File: src/rtl/decim_fir_pkg.sv
// Shared types and helpers for the parametrised decimating MAC FIR.
// Widths are derived from the parameters here so the RTL and its users agree.
package decim_fir_pkg;

  typedef enum logic [1:0] {
    COLLECT = 2'd0,
    MAC     = 2'd1,
    OUT     = 2'd2
  } state_t;

  function automatic int addr_width(input int ntaps);
    return (ntaps > 1) ? $clog2(ntaps) : 1;
  endfunction

  function automatic int acc_width(input int data_w, input int coef_w, input int ntaps);
    return data_w + coef_w + $clog2(ntaps);
  endfunction

  function automatic int default_coef(input int k);
    return k + 1;
  endfunction

  // Half-up rounding on the arithmetic shift, then clamp into an out_w-bit signed range.
  function automatic logic signed [63:0] sat_round(input logic signed [63:0] acc,
                                                   input int shift, input int out_w);
    logic signed [63:0] v;
    logic signed [63:0] hi;
    logic signed [63:0] lo;
    v = acc;
    if (shift > 0) v = (v + (64'sd1 <<< (shift - 1))) >>> shift;
    hi = (64'sd1 <<< (out_w - 1)) - 64'sd1;
    lo = -(64'sd1 <<< (out_w - 1));
    if (v > hi) v = hi;
    else if (v < lo) v = lo;
    return v;
  endfunction

endpackage

File: src/rtl/fir_hist_buf.sv
// NTAPS-deep circular sample history. Offset k on the read port returns the
// k-th sample older than the newest one written, combinationally.
module fir_hist_buf #(
  parameter int DATA_W = 8,
  parameter int NTAPS  = 10,
  parameter int AW     = 4
) (
  input  logic              clk,
  input  logic              rst,
  input  logic              i_clr,
  input  logic              i_we,
  input  logic [DATA_W-1:0] i_wdata,
  input  logic [AW-1:0]     i_rd_off,
  output logic [DATA_W-1:0] o_rd_data
);

  logic [DATA_W-1:0] r_mem [NTAPS];
  logic [AW-1:0]     r_wptr;
  logic [AW:0]       w_idx;

  // Newest sample sits at wptr-1; one conditional subtract wraps the index.
  always_comb begin
    w_idx = {1'b0, r_wptr} + (AW+1)'(NTAPS - 1) - {1'b0, i_rd_off};
    if (w_idx >= (AW+1)'(NTAPS)) w_idx = w_idx - (AW+1)'(NTAPS);
  end

  assign o_rd_data = r_mem[w_idx[AW-1:0]];

  // NOTE: the history is reset as well, because the filter reads taps that
  // were never written and they must contribute zero.
  always_ff @(posedge clk) begin
    if (rst || i_clr) begin
      for (int i = 0; i < NTAPS; i++) r_mem[i] <= '0;
      r_wptr <= '0;
    end else if (i_we) begin
      r_mem[r_wptr] <= i_wdata;
      r_wptr        <= (r_wptr == AW'(NTAPS - 1)) ? '0 : r_wptr + AW'(1);
    end
  end

endmodule

File: src/rtl/decim_mac_fir_param.sv
// Decimating FIR sharing one signed multiplier across NTAPS taps, with
// run-time coefficients, valid/ready on both sides, rounding and saturation.
module decim_mac_fir_param
  import decim_fir_pkg::*;
#(
  parameter int DATA_W = 8,
  parameter int COEF_W = 8,
  parameter int NTAPS  = 10,
  parameter int DECIM  = 10,
  parameter int OUT_W  = 16,
  parameter int SHIFT  = 0
) (
  input  logic                        clk,
  input  logic                        rst,
  input  logic                        in_valid,
  output logic                        in_ready,
  input  logic [DATA_W-1:0]           in_data,
  output logic                        out_valid,
  input  logic                        out_ready,
  output logic [OUT_W-1:0]            out_data,
  input  logic                        coef_we,
  input  logic [addr_width(NTAPS)-1:0] coef_addr,
  input  logic [COEF_W-1:0]           coef_wdata,
  output logic                        coef_err,
  input  logic                        flush
);

  localparam int AW    = addr_width(NTAPS);
  localparam int ACC_W = acc_width(DATA_W, COEF_W, NTAPS);
  localparam int PW    = $clog2(DECIM + 1);
  localparam int PRD_W = DATA_W + COEF_W;

  state_t                     r_state;
  state_t                     w_state_next;
  logic [PW-1:0]              r_phase;
  logic [AW-1:0]              r_k;
  logic signed [ACC_W-1:0]    r_acc;
  logic [OUT_W-1:0]           r_out_data;
  logic signed [COEF_W-1:0]   r_coef [NTAPS];
  logic                       r_coef_err;

  logic                       w_accept;
  logic                       w_group_done;
  logic                       w_mac_last;
  logic                       w_addr_ok;
  logic [DATA_W-1:0]          w_hist_rd;
  logic signed [DATA_W-1:0]   w_x;
  logic signed [PRD_W-1:0]    w_prod;
  logic signed [ACC_W-1:0]    w_prod_ext;
  logic signed [ACC_W-1:0]    w_acc_next;

  assign w_accept     = in_valid && (r_state == COLLECT) && !flush;
  assign w_group_done = w_accept && (r_phase == PW'(DECIM - 1));
  assign w_mac_last   = (r_state == MAC) && (r_k == AW'(NTAPS - 1));
  assign w_addr_ok    = ({1'b0, coef_addr} < (AW+1)'(NTAPS));

  fir_hist_buf #(
    .DATA_W (DATA_W),
    .NTAPS  (NTAPS),
    .AW     (AW)
  ) u_hist (
    .clk       (clk),
    .rst       (rst),
    .i_clr     (flush),
    .i_we      (w_accept),
    .i_wdata   (in_data),
    .i_rd_off  (r_k),
    .o_rd_data (w_hist_rd)
  );

  assign w_x        = w_hist_rd;
  assign w_prod     = r_coef[r_k] * w_x;
  assign w_prod_ext = {{(ACC_W - PRD_W){w_prod[PRD_W-1]}}, w_prod};
  assign w_acc_next = r_acc + w_prod_ext;

  always_ff @(posedge clk) begin
    if (rst) r_state <= COLLECT;
    else     r_state <= w_state_next;
  end

  // NOTE: every comb output gets a default first so no path infers a latch.
  always_comb begin
    w_state_next = r_state;
    if (flush) begin
      w_state_next = COLLECT;
    end else begin
      case (r_state)
        COLLECT: if (w_group_done) w_state_next = MAC;
        MAC:     if (w_mac_last)   w_state_next = OUT;
        OUT:     if (out_ready)    w_state_next = COLLECT;
        default:                   w_state_next = COLLECT;
      endcase
    end
  end

  always_comb begin
    in_ready  = (r_state == COLLECT);
    out_valid = (r_state == OUT);
  end

  // Datapath: phase counter, tap counter, accumulator and output register.
  always_ff @(posedge clk) begin
    if (rst) begin
      r_phase    <= '0;
      r_k        <= '0;
      r_acc      <= '0;
      r_out_data <= '0;
    end else if (flush) begin
      r_phase <= '0;
      r_k     <= '0;
      r_acc   <= '0;
    end else begin
      case (r_state)
        COLLECT: begin
          if (w_group_done) begin
            r_phase <= '0;
            r_k     <= '0;
            r_acc   <= '0;
          end else if (w_accept) begin
            r_phase <= r_phase + PW'(1);
          end
        end
        MAC: begin
          r_acc <= w_acc_next;
          r_k   <= w_mac_last ? '0 : r_k + AW'(1);
          if (w_mac_last)
            r_out_data <= OUT_W'(sat_round(64'(w_acc_next), SHIFT, OUT_W));
        end
        default: ;
      endcase
    end
  end

  // Writes are refused while the MAC is reading the coefficient file.
  always_ff @(posedge clk) begin
    if (rst) begin
      for (int k = 0; k < NTAPS; k++) r_coef[k] <= COEF_W'(default_coef(k));
      r_coef_err <= 1'b0;
    end else begin
      r_coef_err <= coef_we && ((r_state == MAC) || !w_addr_ok);
      if (coef_we && (r_state != MAC) && w_addr_ok)
        r_coef[coef_addr] <= coef_wdata;
    end
  end

  assign out_data = r_out_data;
  assign coef_err = r_coef_err;

endmodule

File: config.mk
export PLATFORM = sky130hd
export DESIGN_NAME = decim_mac_fir_param
export DESIGN_NICKNAME = d
export VERILOG_FILES = /design/src/rtl/decim_fir_pkg.sv /design/src/rtl/fir_hist_buf.sv /design/src/rtl/decim_mac_fir_param.sv
export SDC_FILE = /design/constraint.sdc
export NUM_CORES = 1
export LEC_CHECK = 0
export ABC_AREA = 1
export CORE_MARGIN = 4
export CORE_UTILIZATION = 55
export CTS_BUF_LIST = sky130_fd_sc_hd__clkbuf_4 sky130_fd_sc_hd__clkbuf_8
export CTS_CLUSTER_SIZE = 10
export DETAILED_ROUTE_END_ITERATION = 7
export HOLD_SLACK_MARGIN = 0.06
export PLACE_DENSITY = 0.79
export SETUP_SLACK_MARGIN = 0.5
export SKIP_LAST_GASP = 1
export SLEW_MARGIN = 40
export SYNTH_ARGS = -nofsm -noshare
export SYNTH_HDL_FRONTEND = slang
export SYNTH_SLANG_ARGS = --single-unit
File: constraint.sdc
create_clock -name clk -period 7.3 [get_ports clk]
set_clock_uncertainty 0.05 [all_clocks]
set_input_delay 1.095 -clock clk [delete_from_list [all_inputs] [get_ports clk]]
set_output_delay 1.095 -clock clk [all_outputs]
set_load 0.03 [all_outputs]
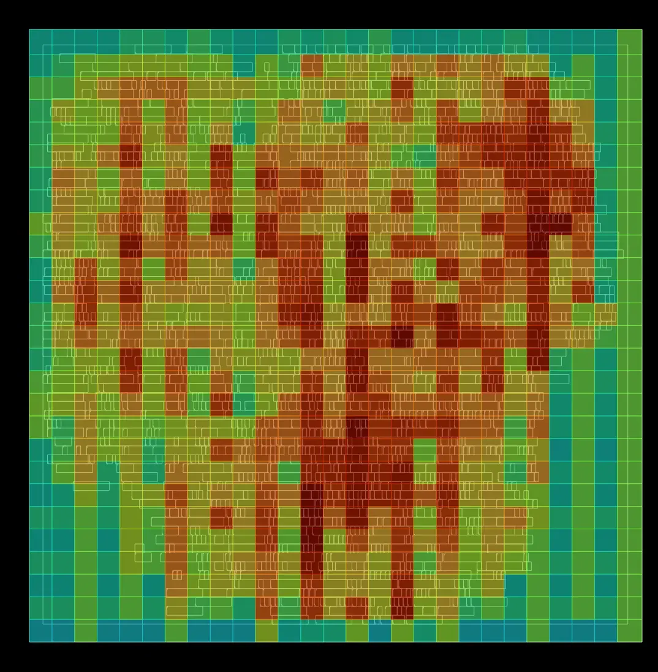
**Above:** track usage over the die.
gr usage total: 0.243
Core Util, Final: 0.682
met1 Use GR: 0.295
global-route track usage on met3: 0.0439
detail-routed net length per standard cell: 18.0 µm

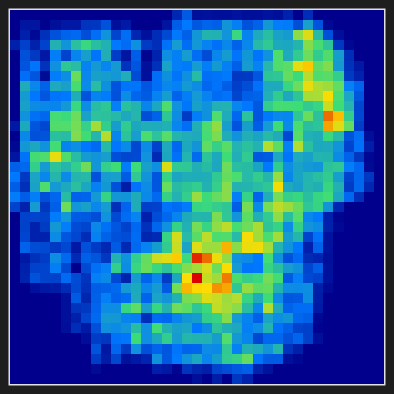
**Above:** signal metal coverage by tile.
(2 px per µm) The die is cut into 37 by 37 equal tiles; dark blue is low, red is high, scaled to the fullest tile. Values are wire area over tile area, all layers added.
fullest tile: 0.86
tiles over half the peak: 13%
mean over tiles: 0.22
nearly empty tiles: 21%
post-detailed-routing wire length: 45700 µm
total via count in the routed design: 14.0k

==> run notes <==
The run finished, with violations left. The final reports fail on setup timing. For the length of the first detailed-routing pass in iterations, the log shows 8.

In this run, synthesis inferred 256 flip-flops with an integrated enable. After layout, the minimum clock period comes to 7.34 ns. With the setup slack at placement at -0.115 ns, the worst path setup slack after routing is -0.0354 ns. The busiest metal layer after global routing is met2. The share of async-settable or async-resettable flops after synthesis works out to 0. The library cell with the highest instance count after synthesis is sky130_fd_sc_hd__nor2_1. Summing all flip-flop and latch instances after layout gives 0.00880 mm². The via density per instance works out to 5.52. The sequential power reported by the tool is 1.99 mW. The final cell count without fillers was 2538. The type of the worst setup path was flop to flop. The biggest fanout along the worst timing path was 8.

The number of placed instances, taps included, is 2391. Per the cell usage report, the commonest logic cells after layout are sky130_fd_sc_hd__nor2_1 (377), sky130_fd_sc_hd__nand2_1 (317), sky130_fd_sc_hd__edfxtp_1 (256). The tightest hold path in the finished design has a slack of 0.409 ns.

The commonest cells after synthesis are sky130_fd_sc_hd__nor2_1 (389), sky130_fd_sc_hd__nand2_1 (388), sky130_fd_sc_hd__inv_1 (264). The total setup violations reported at the end of the flow is 16.
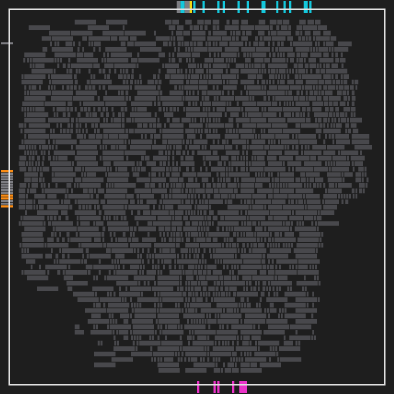
**Above:** pin map.
(2 px per µm) Pins as bars across the die edge, other pins in grey.
| port | colour | pins | direction | edge |
|---|---|---|---|---|
| out_valid | yellow | 1 | output | north |
| coef_addr | orange | 4 | input | west |
| out_data | cyan | 16 | output | north |
| in_data | magenta | 8 | input | south |
all pins by edge: 22 north, 15 west, 8 south

## kinds of logic (layout without fill, tap and decap cells)
family                     count (synthesis)  after routing  share of synthesized area
and+or+nand+nor                          907            907                      0.205
buffers and inverters                    339            501                     0.0739
DFF                                      311            311                      0.499
AOI/OAI and AO/OA                        173            173                     0.0516
adders and majority gates                147            147                      0.143
muxes                                     32             32                     0.0187
xor gates and xnor gates                  17             17                    0.00845
other                                      1             48                   0.000213
## routing by layer
layer | vias to the layer above | share of wire
met3 | 186 | 0.074
met4 | 0 | 0.048
met5 | - | 0
met1 | 6707 | 0.38
li1 | 6465 | -
met2 | 663 | 0.50
## worst paths after layout
kind | start | end | slack [ns] | cells past startpoint
worst max-delay path | u_hist.r_wptr[1]$_SDFFE_PP0P_ | out_data[12]$_SDFFE_PP0P_ | -0.04 | 40
worst min-delay path | r_acc[1]$_SDFFE_PP0P_ | r_acc[1]$_SDFFE_PP0P_ | 0.41 | 2
worst max register to register | u_hist.r_wptr[1]$_SDFFE_PP0P_ | out_data[12]$_SDFFE_PP0P_ | -0.04 | 40
worst min register to register | r_acc[1]$_SDFFE_PP0P_ | r_acc[1]$_SDFFE_PP0P_ | 0.41 | 2
## final cells by class
type	count	area share
tap	402	0.0234
multi-input combinational	1324	0.408
sequential	311	0.409
clock inverter	14	0.00698
clock buffer	77	0.0423
timing repair buffer	128	0.0612
inverter	282	0.0497
## stage by stage
stage / util / cell area [µm²]
6_report: 0.682 / 21500
5_1_grt: 0.682 / 21500
4_1_cts: 0.656 / 20700
3_5_place_dp: 0.598 / 18900
3_3_place_gp: 0.598 / 18900
2_1_floorplan: - / 17900
## registers in the layout, indices dropped and copies added (netlist names), named ones only
register	count
r_phase	4
u_hist.r_wptr	4
r_k	4
r_state	2
coef_err	1
r_coef	128
r_acc	20
u_hist.r_mem	128
out_data	16
No activity file was given, so power comes from the tool's default toggle rates.
